`src/rtl/rns_pkg.sv`:
```
// Shared constants for the {3,5,7} RNS reverse converter.
// Holds moduli, the mixed-radix inverse constants, datapath widths and FSM state encodings.
package rns_pkg;

  localparam int unsigned RES_W    = 3;    // residue width
  localparam int unsigned OUT_W    = 7;    // binary output width
  localparam int unsigned RED_W    = 6;    // width of values fed to the mod reducer

  localparam int unsigned M1       = 3;
  localparam int unsigned M2       = 5;
  localparam int unsigned M3       = 7;
  localparam int unsigned MR_RANGE = M1 * M2 * M3;  // 105

  localparam int unsigned INV12    = 2;    // M1^-1 mod M2
  localparam int unsigned INV13    = 5;    // M1^-1 mod M3
  localparam int unsigned INV23    = 3;    // M2^-1 mod M3

  typedef logic [2:0] state_t;

  localparam state_t StIdle = 3'd0;
  localparam state_t StA2   = 3'd1;
  localparam state_t StA3   = 3'd2;
  localparam state_t StAcc  = 3'd3;
  localparam state_t StOut  = 3'd4;

endpackage

```
`src/rtl/rns_mod_reduce.sv`:
```
// Combinational reduction of a 6-bit value modulo a constant modulus.
// Ports:
//   val_i  value to reduce (0..63)
//   res_o  val_i mod Modulus, truncated to the residue width
module rns_mod_reduce
  import rns_pkg::*;
#(
  parameter int unsigned Modulus = 3
) (
  input  logic [RED_W-1:0] val_i,
  output logic [RES_W-1:0] res_o
);

  logic [RED_W-1:0] rem;

  // Constant modulus, so synthesis folds this into a small lookup.
  always_comb begin
    rem   = val_i % RED_W'(Modulus);
    res_o = RES_W'(rem);
  end

endmodule

```
`src/rtl/rns_reverse_converter_seq.sv`:
```
// Sequential mixed-radix converter from residues (mod 3, 5, 7) to a binary value 0..104.
// Ports:
//   clk, rst_n          clock and asynchronous active-low reset
//   in_valid/in_ready   residue triple handshake (ready only while idle)
//   r1, r2, r3          residues mod M1, M2, M3 (out-of-range values are reduced)
//   out_valid/out_ready result handshake; out_data is held until accepted
//   out_data            converted binary value
//   out_err             some input residue was >= its modulus for this result
module rns_reverse_converter_seq
  import rns_pkg::*;
(
  input  logic             clk,
  input  logic             rst_n,
  input  logic             in_valid,
  output logic             in_ready,
  input  logic [RES_W-1:0] r1,
  input  logic [RES_W-1:0] r2,
  input  logic [RES_W-1:0] r3,
  output logic             out_valid,
  input  logic             out_ready,
  output logic [OUT_W-1:0] out_data,
  output logic             out_err
);

  localparam int unsigned SW = RES_W + 1;  // subtract width, room for the +m correction

  state_t           state_q, state_d;
  logic [RES_W-1:0] q1_q, q1_d, q2_q, q2_d, q3_q, q3_d;
  logic             err_q, err_d;
  logic [RES_W-1:0] a2_q, a2_d, t_q, t_d, a3_q, a3_d;
  logic             out_valid_q, out_valid_d;
  logic [OUT_W-1:0] out_data_q, out_data_d;
  logic             out_err_q, out_err_d;

  logic [RES_W-1:0] q1_red, q2_red, q3_red;
  logic [SW-1:0]    diff12, diff13, diff23;
  logic [RED_W-1:0] prod12, prod13, prod23;
  logic [RES_W-1:0] a2_red, t_red, a3_red;
  logic [OUT_W-1:0] acc_sum;

  // Input residue reduction.
  rns_mod_reduce #(.Modulus(M1)) u_red_r1 (.val_i(RED_W'(r1)), .res_o(q1_red));
  rns_mod_reduce #(.Modulus(M2)) u_red_r2 (.val_i(RED_W'(r2)), .res_o(q2_red));
  rns_mod_reduce #(.Modulus(M3)) u_red_r3 (.val_i(RED_W'(r3)), .res_o(q3_red));

  // Modular subtracts. a1 = q1 < M1 < M2 < M3, so a1 is already reduced mod M2 and M3,
  // and a2 < M2 < M3 likewise. Adding m before subtracting keeps intermediates non-negative.
  always_comb begin
    diff12 = (q2_q >= q1_q) ? SW'(q2_q) - SW'(q1_q) : (SW'(q2_q) + SW'(M2)) - SW'(q1_q);
    diff13 = (q3_q >= q1_q) ? SW'(q3_q) - SW'(q1_q) : (SW'(q3_q) + SW'(M3)) - SW'(q1_q);
    diff23 = (t_q >= a2_q)  ? SW'(t_q) - SW'(a2_q)  : (SW'(t_q) + SW'(M3)) - SW'(a2_q);
    prod12 = RED_W'(diff12) * RED_W'(INV12);
    prod13 = RED_W'(diff13) * RED_W'(INV13);
    prod23 = RED_W'(diff23) * RED_W'(INV23);
  end

  rns_mod_reduce #(.Modulus(M2)) u_red_a2 (.val_i(prod12), .res_o(a2_red));
  rns_mod_reduce #(.Modulus(M3)) u_red_t  (.val_i(prod13), .res_o(t_red));
  rns_mod_reduce #(.Modulus(M3)) u_red_a3 (.val_i(prod23), .res_o(a3_red));

  // X = a1 + a2*M1 + a3*M1*M2; max 2 + 12 + 90 = 104 so OUT_W never overflows.
  always_comb begin
    acc_sum = OUT_W'(q1_q) + OUT_W'(a2_q) * OUT_W'(M1) + OUT_W'(a3_q) * OUT_W'(M1 * M2);
  end

  always_comb begin
    state_d     = state_q;
    q1_d        = q1_q;
    q2_d        = q2_q;
    q3_d        = q3_q;
    err_d       = err_q;
    a2_d        = a2_q;
    t_d         = t_q;
    a3_d        = a3_q;
    out_valid_d = out_valid_q;
    out_data_d  = out_data_q;
    out_err_d   = out_err_q;

    unique case (state_q)
      StIdle: begin
        if (in_valid) begin
          q1_d    = q1_red;
          q2_d    = q2_red;
          q3_d    = q3_red;
          err_d   = (r1 >= RES_W'(M1)) | (r2 >= RES_W'(M2)) | (r3 >= RES_W'(M3));
          state_d = StA2;
        end
      end
      StA2: begin
        a2_d    = a2_red;
        t_d     = t_red;
        state_d = StA3;
      end
      StA3: begin
        a3_d    = a3_red;
        state_d = StAcc;
      end
      StAcc: begin
        out_data_d  = acc_sum;
        out_err_d   = err_q;
        out_valid_d = 1'b1;
        state_d     = StOut;
      end
      StOut: begin
        if (out_ready) begin
          out_valid_d = 1'b0;
          state_d     = StIdle;
        end
      end
      default: state_d = StIdle;
    endcase
  end

  always_ff @(posedge clk or negedge rst_n) begin
    if (!rst_n) begin
      state_q     <= StIdle;
      q1_q        <= '0;
      q2_q        <= '0;
      q3_q        <= '0;
      err_q       <= 1'b0;
      a2_q        <= '0;
      t_q         <= '0;
      a3_q        <= '0;
      out_valid_q <= 1'b0;
      out_data_q  <= '0;
      out_err_q   <= 1'b0;
    end else begin
      state_q     <= state_d;
      q1_q        <= q1_d;
      q2_q        <= q2_d;
      q3_q        <= q3_d;
      err_q       <= err_d;
      a2_q        <= a2_d;
      t_q         <= t_d;
      a3_q        <= a3_d;
      out_valid_q <= out_valid_d;
      out_data_q  <= out_data_d;
      out_err_q   <= out_err_d;
    end
  end

  assign in_ready  = (state_q == StIdle);
  assign out_valid = out_valid_q;
  assign out_data  = out_data_q;
  assign out_err   = out_err_q;

endmodule
```
`config.mk`:
```
export PLATFORM = sky130hd
export DESIGN_NAME = rns_reverse_converter_seq
export DESIGN_NICKNAME = d
export VERILOG_FILES = /design/src/rtl/rns_pkg.sv /design/src/rtl/rns_mod_reduce.sv /design/src/rtl/rns_reverse_converter_seq.sv
export SDC_FILE = /design/constraint.sdc
export NUM_CORES = 1
export LEC_CHECK = 0
export CAP_MARGIN = 15
export CELL_PAD_IN_SITES_DETAIL_PLACEMENT = 1
export CELL_PAD_IN_SITES_GLOBAL_PLACEMENT = 1
export CORE_UTILIZATION = 35
export DETAILED_ROUTE_END_ITERATION = 8
export HOLD_SLACK_MARGIN = 0.08
export PLACE_DENSITY = 0.77
export SKIP_CTS_REPAIR_TIMING = 1
export SYNTH_ARGS = -nofsm -noshare
export SYNTH_HDL_FRONTEND = slang
export SYNTH_SLANG_ARGS = --single-unit
```
`constraint.sdc`:
```
create_clock -name clk -period 5.6 [get_ports clk]
set_input_delay 0.56 -clock clk [delete_from_list [all_inputs] [get_ports clk]]
set_output_delay 0.56 -clock clk [all_outputs]
set_load 0.02 [all_outputs]
```
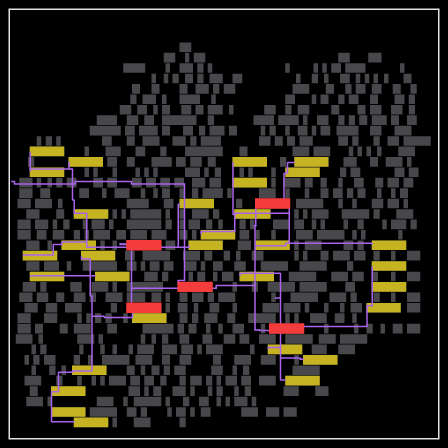
Figure 1: run 1, clock wires, drivers and flops.
[clock drivers] red | count: 5
[clock wires] purple | length: 554 µm
[flip-flops] yellow | count: 31
routed clock nets: 6

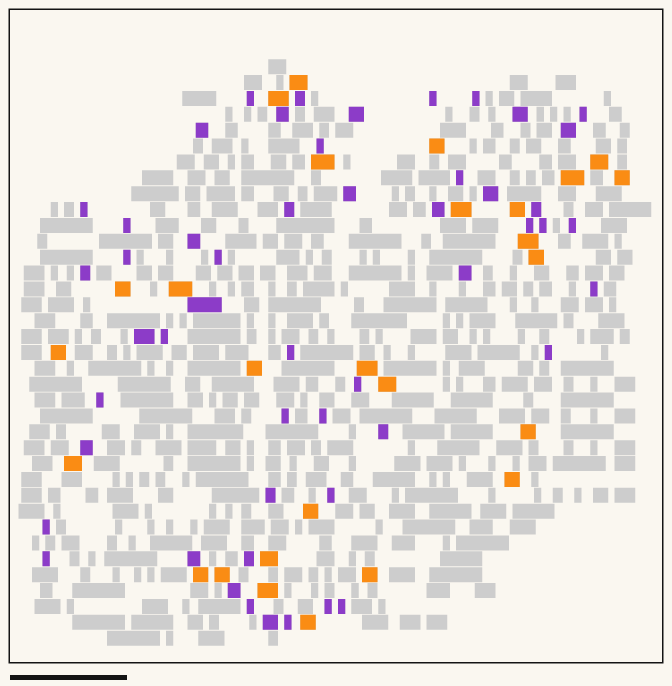
Figure 2: run 1, gate families picked out.
The bar under the picture is 20 µm long.
[AND-OR and OR-AND gates] orange | cells: 27 | most used: a21o_1 | where: all over the die
[NOR gates] purple | cells: 51 | most used: nor2_1 | where: all over the die
commonest non-fill, non-tap cell in the layout: inv_1
final std cells w/o fill: 700
Comb/total area: 64.7%

==> tab_implementation.tex, run 1 <==
% Table of physical implementation metrics
\begin{tabular}{lr}
\hline
Metric & Value \\
\hline
\multicolumn{2}{l}{\textbf{Final layout}} \\
Ratio of cells with drive above 1 in the final layout & 15.3\% \\
Flip-flop count of the largest register, all copies and words added & 7 \\
\multicolumn{2}{l}{\textbf{Run status}} \\
Run status & complete, but fails checks \\
Failing checks & DRC \\
\multicolumn{2}{l}{\textbf{Logic synthesis}} \\
Number of cells produced by synthesis & 515 \\
Cell type with the largest total area after synthesis & dfrtp\_1 \\
Number of register bits inferred by synthesis & 31 \\
Synth top area share & 18.4\% \\
Number of cells in Yosys stat & 515 \\
Main area contributors & dfrtp\_1, ha\_1, fa\_1 \\
\multicolumn{2}{l}{\textbf{Routing}} \\
DRC viols & 1 \\
Total wire length & 11.6 mm \\
First-pass iteration count of the detailed router & 6 \\
\multicolumn{2}{l}{\textbf{Global routing}} \\
Number of antenna violations at the first check in global routing & 0 \\
Total Routing Usage GR & 18.9\% \\
\multicolumn{2}{l}{\textbf{Worst setup path}} \\
Delay contributed by the slowest stage of the critical path & 0.44 ns \\
\multicolumn{2}{l}{\textbf{Final timing}} \\
Slew Limit Headroom & 56.7\% \\
Max-slew violations & 0 \\
\multicolumn{2}{l}{\textbf{CTS}} \\
Max Root-Sink Buffers & 2 \\
\multicolumn{2}{l}{\textbf{Floorplanning}} \\
Vertical die dimension & 112 µm \\
\hline
\end{tabular}
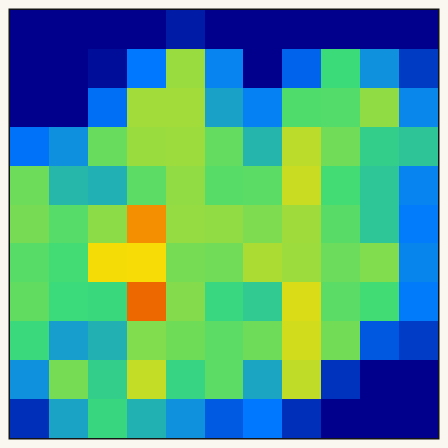
Figure 3: run 1, cell density map.
The die is cut into 11 by 11 equal tiles; dark blue is low, red is high, 0 to 100% covered.
nearly empty tiles: 17%
mean over tiles: 39%
emptiest ninth of the die: top left
tiles over 75% full: 1.7%
fullest tile: 88%

## run 1: synth_stat cells, types with 2 or more instances
library cell and count:
nor3_1 9, buf_6 2, o221ai_1 2, xnor2_1 9
nor2_1 28, ha_1 51, o221a_2 2, dfrtp_1 31
a311oi_1 2, a21boi_0 3, o311ai_0 2, inv_1 67
o21ai_1 3, nand2_1 58, o22ai_1 11, nor2b_1 8
a21oi_1 29, o21a_1 4, mux2i_1 9, o31ai_1 4
and2_1 6, clkbuf_1 14, xor2_1 8, or2_2 2
o21ai_0 31, a21o_1 10, a221oi_1 7, or3_1 3
a31oi_1 5, nor3b_1 5, nand3b_1 4, fa_1 21
nand4_1 2, nand2b_1 11, o2111ai_1 2, mux2_2 8
nand3_1 9, a221o_1 2, a211oi_1 6
## run 1: layer usage
| layer | vias to the layer above | wire length, µm |
|---|---|---|
| met1 | 1874 | 5180 |
| met5 | - | 0 |
| met3 | 18 | 217 |
| li1 | 1896 | - |
| met2 | 48 | 6050 |
| met4 | 0 | 187 |
## run 1: area by class of cell
| cell class | count | area, µm² | area share, % |
|---|---|---|---|
| clock buffer | 6 | 129 | 2.55 |
| tap | 143 | 179 | 3.54 |
| timing repair buffer | 52 | 449 | 8.88 |
| sequential | 31 | 777 | 15.4 |
| inverter | 67 | 251 | 4.97 |
| multi-input combinational | 401 | 3270 | 64.7 |
## run 1: through the flow
| stage | setup slack (ns) | instances | hold slack, ns |
|---|---|---|---|
| final | 0.106 | 700 | 0.471 |
| after global routing | -0.104 | 700 | 0.527 |
| after CTS | -0.158 | 691 | 0.481 |
| after detailed placement | -0.0562 | 685 | 0.470 |
| after global placement | 0.182 | 685 | 0.463 |
| after floorplan | 0.164 | 515 | 0.264 |
==> run 2: changes to the inputs <==
--- a/config.mk
+++ b/config.mk
@@ -5,14 +5,13 @@
 export SDC_FILE = /design/constraint.sdc
 export NUM_CORES = 1
 export LEC_CHECK = 0
-export CAP_MARGIN = 15
+export CAP_MARGIN = 20
 export CELL_PAD_IN_SITES_DETAIL_PLACEMENT = 1
 export CELL_PAD_IN_SITES_GLOBAL_PLACEMENT = 1
 export CORE_UTILIZATION = 35
 export DETAILED_ROUTE_END_ITERATION = 8
 export HOLD_SLACK_MARGIN = 0.08
 export PLACE_DENSITY = 0.77
-export SKIP_CTS_REPAIR_TIMING = 1
 export SYNTH_ARGS = -nofsm -noshare
 export SYNTH_HDL_FRONTEND = slang
 export SYNTH_SLANG_ARGS = --single-unit
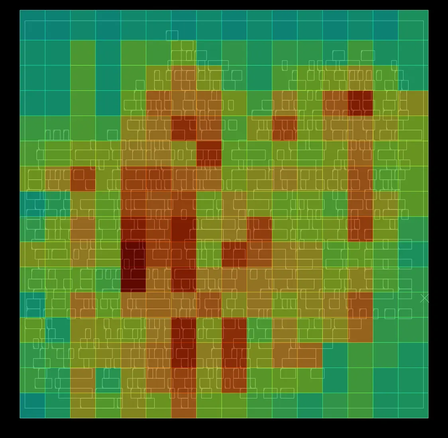
Figure 4: run 2, track usage over the die.
met3 Usage GRT: 2.07%
DR WL/cell: 16.4 µm
layer carrying the most global-route usage: met2
routing usage on met2: 34.5%
met1 GRT Util: 23.1%

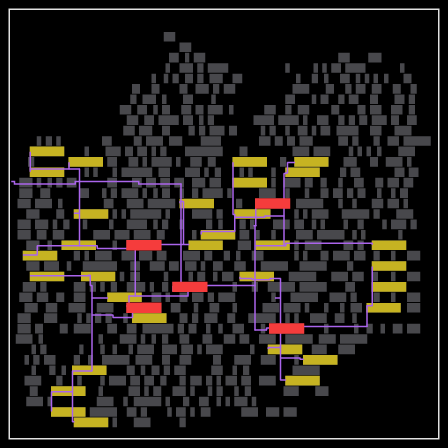
Figure 5: run 2, clock wires, drivers and flops.
[clock wires] purple | length: 547 µm
[clock drivers] red | count: 5
[flip-flops] yellow | count: 31
routed clock nets: 6

==> run 2 against run 1 <==
Effect of this change:
- the flow still finishes with violations (DRC)
- register-to-register slack better by 0.09 ns
- non-clock buffer count down 1
- cell count shrank 0.14%
- critical path type unchanged
- final area is 1.3% lower
- sequential share of layout area up 0.20 points
- synthesized cell count unchanged
- routed wire length is 1.7% lower
- clock-buffer cell count stayed put
- via count grew 0.16%
==> tab_implementation.tex, run 2 <==
% Table of physical implementation metrics
\begin{tabular}{lr}
\hline
Metric & Value \\
\hline
\multicolumn{2}{l}{\textbf{Run status}} \\
Run status & complete, but fails checks \\
Failing checks & DRC \\
\multicolumn{2}{l}{\textbf{Final layout}} \\
Sequential share of cell area & 15.6\% (+0.20 points) \\
Clock buffer count in the final layout & 6 (unchanged) \\
Flip-flop count of the largest register, all copies and words added & 7 (unchanged) \\
Commonest non-fill, non-tap cell in the layout & inv\_1 \\
Seq\_cells & 31 (unchanged) \\
Final std cells w/o fill & 699 (-0.14\%) \\
Number of multi-input combinational cells in the layout & 401 (unchanged) \\
Proportion of final cell area spent on non-clock buffers & 8.84\% (-0.037 points) \\
Flop area & 777 µm² (unchanged) \\
Layout inverter count without the clock tree & 67 (unchanged) \\
Comb/total area & 64.4\% (-0.30 points) \\
Total of plain and repair buffers excluding clock buffers & 51 (-1.9\%) \\
Combinational Area & 0.00322 mm² (-1.7\%) \\
\multicolumn{2}{l}{\textbf{Logic synthesis}} \\
Main area contributors & dfrtp\_1, ha\_1, fa\_1 \\
Most common cell in the synthesized netlist & inv\_1 \\
Synth top area share & 18.4\% (unchanged) \\
Post-synth tally of flip-flops with integrated enable & 0 \\
Number of register bits inferred by synthesis & 31 (unchanged) \\
Most instantiated cells after synthesis & inv\_1, nand2\_1, ha\_1, dfrtp\_1, o21ai\_0 \\
\multicolumn{2}{l}{\textbf{Global routing}} \\
Number of antenna violations at the first check in global routing & 0 (unchanged) \\
Total Routing Usage GR & 18.9\% (unchanged) \\
\multicolumn{2}{l}{\textbf{Routing}} \\
Total length of routed met2 wires & 5.95 mm (-1.6\%) \\
DRC viols & 1 (unchanged) \\
Highest routed metal layer & met4 \\
First-pass iteration count of the detailed router & 6 (unchanged) \\
Met1 WL & 5.10 mm (-1.6\%) \\
Total wire length & 11.4 mm (-1.7\%) \\
\multicolumn{2}{l}{\textbf{CTS}} \\
Max H-tree Level & 2 \\
CTS Hold Buffers Added & 0 \\
Max Root-Sink Buffers & 2 (unchanged) \\
\multicolumn{2}{l}{\textbf{Place}} \\
\# placed instances & 685 (unchanged) \\
\multicolumn{2}{l}{\textbf{Worst setup path}} \\
Delay contributed by the slowest stage of the critical path & 0.45 ns (about the same) \\
\multicolumn{2}{l}{\textbf{Final timing}} \\
Max-slew violations & 0 (unchanged) \\
\multicolumn{2}{l}{\textbf{Floorplanning}} \\
Well tap count & 143 (unchanged) \\
\hline
\end{tabular}
==> run 2: cell counts after synthesis <==
Identical to the previous run, type by type.
==> run 2: cells by family (layout without fill, tap and decap cells) <==
| logic type | Yosys count | count (layout) | share of synthesized area [%] |
|---|---|---|---|
| compound gates | 141 | 141 | 22.7 |
| fa+ha+maj | 74 | 74 | 25.6 |
| simple gates | 152 | 152 | 17.7 |
| buf+inv | 83 | 124 | 7.75 |
| flops | 31 | 31 | 18.4 |
| mux | 17 | 17 | 4.28 |
| xor+xnor | 17 | 17 | 3.53 |
==> run 2: stage by stage <==
| step | setup slack (ns) | hold WS [ns] | area, µm² | TNS [ns] |
|---|---|---|---|---|
| after detailed placement | -0.0562 | 0.470 | 4690 | -0.105 |
| final | 0.192 | 0.471 | 4990 | 0 |
| after floorplan | 0.164 | 0.264 | 4210 | 0 |
| after global routing | -0.0661 | 0.527 | 4990 | -0.146 |
| after global placement | 0.182 | 0.463 | 4690 | 0 |
| after CTS | 0.0333 | 0.481 | 4850 | 0 |
==> run 2: worst max path at each step <==
stage                        from      to  slack [ns]  cells past startpoint
after floorplan           q1_q[0]  t_q[1]        0.16                     26
after global placement    q1_q[0]  t_q[1]        0.18                     25
after detailed placement  q3_q[0]  t_q[0]       -0.06                     27
after CTS                 q3_q[0]  t_q[1]        0.03                     27
after global routing      q3_q[0]  t_q[1]       -0.07                     26
final                     q3_q[0]  t_q[0]        0.19                     26
==> run 3: changes to the inputs <==
--- a/config.mk
+++ b/config.mk
@@ -8,10 +8,10 @@
 export CAP_MARGIN = 20
 export CELL_PAD_IN_SITES_DETAIL_PLACEMENT = 1
 export CELL_PAD_IN_SITES_GLOBAL_PLACEMENT = 1
-export CORE_UTILIZATION = 35
+export CORE_UTILIZATION = 41
 export DETAILED_ROUTE_END_ITERATION = 8
 export HOLD_SLACK_MARGIN = 0.08
-export PLACE_DENSITY = 0.77
+export PLACE_DENSITY = 0.86
 export SYNTH_ARGS = -nofsm -noshare
 export SYNTH_HDL_FRONTEND = slang
 export SYNTH_SLANG_ARGS = --single-unit
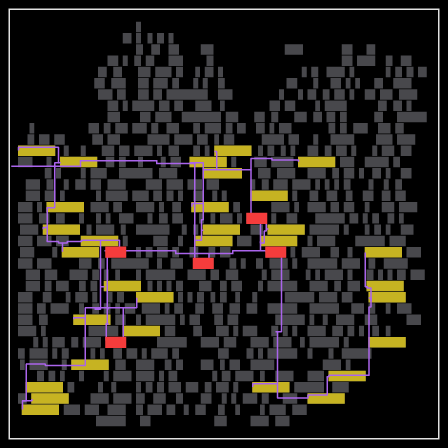
Figure 6: run 3, clock wires, drivers and flops.
final setup skew: 0.00789 ns

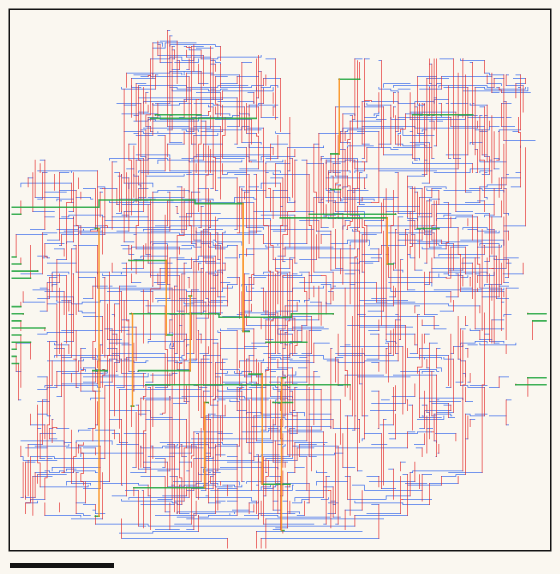
Figure 7: run 3, routed metal, one colour a layer.
The bar under the picture is 20 µm long.
[metal 1] blue | wire length: 4910 µm
[metal 3] green | wire length: 320 µm
[metal 4] orange | wire length: 216 µm
[metal 2] red | wire length: 6210 µm

==> run 3 against run 2 <==
Effect of this change:
- global-route usage grew 4.0 points
- sequential share of layout area grew 0.070 points
- cell count shrank 1.0%
- critical endpoint unchanged
- the flow now finishes without violations
- synthesized cell count is the same
==> tab_implementation.tex, run 3 <==
% Table of physical implementation metrics
\begin{tabular}{lr}
\hline
Metric & Value \\
\hline
\multicolumn{2}{l}{\textbf{Worst setup path}} \\
Worst Setup Path Type & reg -> reg \\
Delay contributed by the slowest stage of the critical path & 0.44 ns (about the same) \\
Kind of capture point of the worst setup path & flip-flop \\
Crit path to & t\_q[0] \\
Cell depth of the worst setup path & 26 (unchanged) \\
Master of the slowest instance on the critical path & or4\_4 \\
\multicolumn{2}{l}{\textbf{Routing}} \\
DR WL/cell & 16.8 µm (+3.0\%) \\
Total wire length & 11.7 mm (+1.9\%) \\
DRC viols & 0 (-1) \\
\multicolumn{2}{l}{\textbf{Logic synthesis}} \\
Area of the mapped netlist & 0.00421 mm² \\
Number of cells in Yosys stat & 515 \\
Main area contributors & dfrtp\_1, ha\_1, fa\_1 \\
Synth top area share & 18.4\% (unchanged) \\
Most common cell in the synthesized netlist & inv\_1 \\
Post-synth tally of flip-flops with integrated enable & 0 (unchanged) \\
Most instantiated cells after synthesis & inv\_1, nand2\_1, ha\_1, dfrtp\_1, o21ai\_0 \\
Number of register bits inferred by synthesis & 31 (unchanged) \\
\multicolumn{2}{l}{\textbf{Final layout}} \\
Number of nets in the layout & 643 \\
Flip-flop count of the largest register, all copies and words added & 7 (unchanged) \\
Commonest non-fill, non-tap cell in the layout & inv\_1 \\
\multicolumn{2}{l}{\textbf{CTS}} \\
Max H-tree Level & 2 (unchanged) \\
Max Root-Sink Buffers & 2 (unchanged) \\
\multicolumn{2}{l}{\textbf{Floorplanning}} \\
Vertical die dimension & 103 µm \\
Floorplan die width & 103 µm \\
\multicolumn{2}{l}{\textbf{Global routing}} \\
Total Routing Usage GR & 22.9\% (+4.0 points) \\
Number of antenna violations at the first check in global routing & 0 (unchanged) \\
\multicolumn{2}{l}{\textbf{Final timing}} \\
Sum of negative setup slack & 0 ns (unchanged) \\
Max-slew violations & 0 (unchanged) \\
Share of the clock period used by the worst path & 96.6\% \\
\multicolumn{2}{l}{\textbf{Run status}} \\
Run status & finished, final reports clean \\
\hline
\end{tabular}
[run 3: cell counts after synthesis]
Identical to the previous run, type by type.
[run 3: final cells by class]
cell class	instances	area, µm²
clock buffer	5	68.8
clock inverter	3	15.0
fill	1184	4890
inverter	67	251
multi-input combinational	401	3240
sequential	31	777
tap	133	166
timing repair buffer	52	449
[run 3: per-stage QoR]
step                      instances  hold WS (ns)  setup slack [ns]  instance area, µm²
after detailed placement        676         0.470          -0.00611                4690
after CTS                       685         0.487           0.00123                4790
after floorplan                 515         0.264             0.164                4210
after global placement          676         0.461             0.248                4690
final                           692         0.480             0.191                4970
after global routing            692         0.508           -0.0870                4970
[run 3: logic make-up after synthesis]
logic type	after synthesis	synth area share (%)
simple gates	152	17.7
compound gates	141	22.7
buf+inv	83	7.75
fa+ha+maj	74	25.6
flops	31	18.4
xor+xnor	17	3.53
mux	17	4.28
[run 3: how the worst min path moves through the flow]
stage,from,to,slack (ns),depth (start not counted)
floorplan,rst_n,a2_q[0],0.26,0
global placement,out_data[4],out_data[4],0.46,2
detailed placement,out_data[4],out_data[4],0.47,2
CTS,out_data[4],out_data[4],0.49,2
global route,out_data[4],out_data[4],0.51,2
finish,out_data[4],out_data[4],0.48,2
[run 3: repair_timing]
item | CTS | global route
pin swaps | 0 | 10
hold buffers | 0 | 0
gates resized | 2 | 33
setup buffers | 1 | 7
endpoints found under the hold margin | 0 | 0
endpoints found under the setup margin | 2 | 8
gates cloned | 0 | 0
[run 3: metal layers]
metal	share of wire (%)	wire, µm	track usage [%]	vias to the layer above
li1	-	-	-	1894
met3	2.7	320	2.69	20
met1	42	4910	26.3	1967
met4	1.8	215	6.18	0
met5	0	0	0	-
met2	53	6210	44.4	62
